**src/rtl/arb_mux.sv**
```systemverilog
// N-input round-robin arbitrating mux with a one-entry registered output buffer and valid/ready handshake.
// Optional grant lock (channel pinning across transfers) is enabled by defining ARB_MUX_LOCK_EN.
module arb_mux #(
  parameter int W    = 32,
  parameter int N    = 4,
  parameter int SELW = $clog2(N)
) (
  input  logic              clk,
  input  logic              reset,
  input  logic [N*W-1:0]    d,
  input  logic [N-1:0]      d_valid,
  output logic [N-1:0]      d_ready,
  output logic [W-1:0]      y,
  output logic [SELW-1:0]   y_sel,
  output logic              y_valid,
  input  logic              y_ready
`ifdef ARB_MUX_LOCK_EN
  ,
  input  logic [N-1:0]      lock
`endif
);

  typedef enum logic [0:0] {
    BUF_EMPTY = 1'b0,
    BUF_FULL  = 1'b1
  } buf_state_t;

  buf_state_t      state_r;
  buf_state_t      state_n_s;
  logic [SELW-1:0] rr_ptr_r;
  logic [SELW-1:0] next_ptr_s;
  logic [SELW-1:0] grant_idx_s;
  logic [SELW-1:0] cand_s;
  logic            grant_found_s;
  logic            accept_s;
  logic            xfer_s;
  logic [W-1:0]    sel_data_s;
  logic [W-1:0]    y_r;
  logic [SELW-1:0] y_sel_r;

`ifdef ARB_MUX_LOCK_EN
  logic            lock_active_r;
  logic [SELW-1:0] lock_ch_r;
`endif

  // Channel index base+off reduced mod N; off never exceeds N, so one subtraction suffices.
  function automatic logic [SELW-1:0] wrap_add(input logic [SELW-1:0] base, input int off);
    int sum;
    sum = int'(base) + off;
    if (sum >= N) begin
      sum = sum - N;
    end else begin
      sum = sum;
    end
    return sum[SELW-1:0];
  endfunction

  // Round-robin search; the farthest offset is visited first so the nearest requester wins.
  always_comb begin
    grant_found_s = 1'b0;
    grant_idx_s   = '0;
    cand_s        = '0;
    for (int k = N - 1; k >= 0; k--) begin
      cand_s = wrap_add(rr_ptr_r, k);
      if (d_valid[cand_s]) begin
        grant_found_s = 1'b1;
        grant_idx_s   = cand_s;
      end else begin
        grant_found_s = grant_found_s;
      end
    end
`ifdef ARB_MUX_LOCK_EN
    if (lock_active_r) begin
      grant_idx_s   = lock_ch_r;
      grant_found_s = d_valid[lock_ch_r];
    end else begin
      grant_idx_s   = grant_idx_s;
    end
`endif
  end

  assign accept_s = (state_r == BUF_EMPTY) || y_ready;
  assign xfer_s   = !reset && grant_found_s && accept_s;

  // One-hot accept toward the granted source only.
  always_comb begin
    d_ready = '0;
    if (xfer_s) begin
      d_ready[grant_idx_s] = 1'b1;
    end else begin
      d_ready = '0;
    end
  end

  // Data mux for the granted channel.
  always_comb begin
    sel_data_s = '0;
    for (int i = 0; i < N; i++) begin
      if (grant_idx_s == SELW'(i)) begin
        sel_data_s = d[i*W +: W];
      end else begin
        sel_data_s = sel_data_s;
      end
    end
  end

  // Output buffer occupancy: a push wins over a pop, so pop+push stays FULL with no bubble.
  always_comb begin
    state_n_s = state_r;
    case (state_r)
      BUF_EMPTY: begin
        if (xfer_s) begin
          state_n_s = BUF_FULL;
        end else begin
          state_n_s = BUF_EMPTY;
        end
      end
      BUF_FULL: begin
        if (xfer_s) begin
          state_n_s = BUF_FULL;
        end else if (y_ready) begin
          state_n_s = BUF_EMPTY;
        end else begin
          state_n_s = BUF_FULL;
        end
      end
      default: state_n_s = BUF_EMPTY;
    endcase
  end

  // Buffer state register.
  always_ff @(posedge clk) begin
    if (reset) begin
      state_r <= BUF_EMPTY;
    end else begin
      state_r <= state_n_s;
    end
  end

  // Pointer moves past the winner, except while a locked channel keeps the grant.
  always_comb begin
    next_ptr_s = rr_ptr_r;
`ifdef ARB_MUX_LOCK_EN
    if (xfer_s && !lock[grant_idx_s]) begin
      next_ptr_s = wrap_add(grant_idx_s, 1);
    end else begin
      next_ptr_s = rr_ptr_r;
    end
`else
    if (xfer_s) begin
      next_ptr_s = wrap_add(grant_idx_s, 1);
    end else begin
      next_ptr_s = rr_ptr_r;
    end
`endif
  end

  // Round-robin pointer register.
  always_ff @(posedge clk) begin
    if (reset) begin
      rr_ptr_r <= '0;
    end else begin
      rr_ptr_r <= next_ptr_s;
    end
  end

  // Output data and source index; held when nothing is pushed.
  always_ff @(posedge clk) begin
    if (reset) begin
      y_r     <= '0;
      y_sel_r <= '0;
    end else if (xfer_s) begin
      y_r     <= sel_data_s;
      y_sel_r <= grant_idx_s;
    end else begin
      y_r     <= y_r;
      y_sel_r <= y_sel_r;
    end
  end

`ifdef ARB_MUX_LOCK_EN
  // Lock state follows the lock bit of each transfer; an unlocked transfer releases the pin.
  always_ff @(posedge clk) begin
    if (reset) begin
      lock_active_r <= 1'b0;
      lock_ch_r     <= '0;
    end else if (xfer_s) begin
      lock_active_r <= lock[grant_idx_s];
      lock_ch_r     <= grant_idx_s;
    end else begin
      lock_active_r <= lock_active_r;
      lock_ch_r     <= lock_ch_r;
    end
  end
`endif

  assign y       = y_r;
  assign y_sel   = y_sel_r;
  assign y_valid = (state_r == BUF_FULL);

endmodule

```
**config.mk**
```make
export PLATFORM = sky130hd
export DESIGN_NAME = arb_mux
export DESIGN_NICKNAME = d
export VERILOG_FILES = /design/src/rtl/arb_mux.sv
export SDC_FILE = /design/constraint.sdc
export NUM_CORES = 1
export LEC_CHECK = 0
export CAP_MARGIN = 20
export CORE_MARGIN = 4
export CORE_UTILIZATION = 34
export CTS_BUF_LIST = sky130_fd_sc_hd__clkbuf_16
export DETAILED_ROUTE_END_ITERATION = 8
export PLACE_DENSITY_LB_ADDON = 0.25
export SKIP_CTS_REPAIR_TIMING = 1
export SYNTH_ARGS = -nofsm -noshare
export SYNTH_HDL_FRONTEND = slang
export SYNTH_SLANG_ARGS = --single-unit
```
**constraint.sdc**
```tcl
create_clock -name clk -period 3 [get_ports clk]
set_clock_uncertainty 0.2 [all_clocks]
set_input_delay 0.45 -clock clk [delete_from_list [all_inputs] [get_ports clk]]
set_output_delay 0.45 -clock clk [all_outputs]
set_load 0.005 [all_outputs]
```
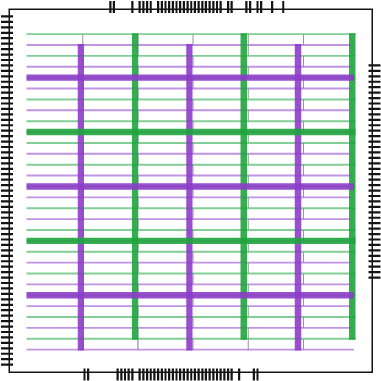
**Above:** PDN straps and rails.
Drawn at 4 px/um. Pins as bars on the die edge. Tap cells in grey.
net	colour
VSS	purple
VDD	green
tap cells	77
met1 rails	30
rows	29
signal pins	174
Die X: 90.36 um
core area: 6459 um^2
die height: 90.36 um

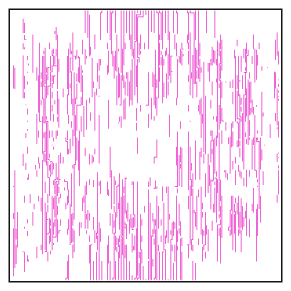
**Above:** the metal 2 layer.
Drawn at 3 px/um.
main direction	vertical
wire length on this layer	4460 um
nets with wire on the layer	515
share of all routed wire	50%
longest straight run	32.5 um
Total Routed Length: 8916 um
met2 usage: 37.77%
routed vias: 2955

==> run summary <==
impl run done, here's what came out: status=completed, f_max=354.9 MHz, endpoint class of the critical path=output pin, Yosys top cell by area=dfxtp_1, pwr/cell area=515.7 nW/um^2, Hold Path Sink=y_sel[0]$_SDFFE_PP0P_, Synth Area in XOR/XNOR=0%, dpl hpwl=6866 um, Clk pwr share=21.4%, maximum clock insertion buffer count=2, Yosys top cell area share=32.12%, Finished Cell Area=4369 um^2, first-pass GRT wire length=14420 um, I/O pin count=174, combinational fraction of design power=50.0%, sequential power=645 uW, Net Sw Frac=31.44%, critical path peak fanout=4, MUX area fraction=0%, Rel. slew slack=72.56%, CTS tree=yes
[routing by layer]
layer  vias up  routed length (um)  GRT usage, %
li1       1459                   -             -
met1      1371                3426         23.37
met2       117                4459         37.77
met3         8                 915         9.417
met4         0                 114         4.337
met5         -                   0             0
[cell families (layout without fill, tap and decap cells)]
| family | count (synthesis) | in the layout |
|---|---|---|
| adder cells (fa/ha/maj) | 4 | 4 |
| AND-OR/OR-AND | 166 | 166 |
| buffers and inverters | 67 | 241 |
| AND/OR/NAND/NOR | 26 | 26 |
| flip-flops | 37 | 37 |
[cell type report]
cell class / instances / area (um^2)
Inverter: 35 / 131.4
Clock inverter: 3 / 12.51
Tap cell: 77 / 96.34
Clock buffer: 5 / 125.1
Fill cell: 551 / 2090
Timing Repair Buffer: 198 / 1944
Multi-Input combinational cell: 196 / 1319
Sequential cell: 37 / 740.7
[flip-flops by register name, summed over array words and instances, names as in the netlist]
| signal | flops |
|---|---|
| y_valid | 1 |
| y_sel | 2 |
| y | 32 |
| rr_ptr_r | 2 |
[worst max-delay path: stages]
cell and delay (ns):
dlymetal6s2s_1 0.13, nor2b_2 0.21, a21boi_1 0.21, o32ai_2 0.11, buf_4 0.16, inv_1 0.08
ha_2 0.19, and2_1 0.13, clkdlybuf4s50_1 0.50
[through the flow]
step,hold slack (ns),util [%],setup slack (ns),instances,power (uW)
CTS,0.2624,66.64,-0.1503,548,2253
detailed placement,0.2562,64.51,-0.1561,540,1759
global route,0.3154,67.65,0.05899,551,2419
floorplan,0.2537,-,0.3865,300,1212
global placement,0.2472,64.51,-0.06631,540,1741
finish,0.2614,67.65,0.1820,551,2253
Power is estimated from default activity; no workload was simulated.
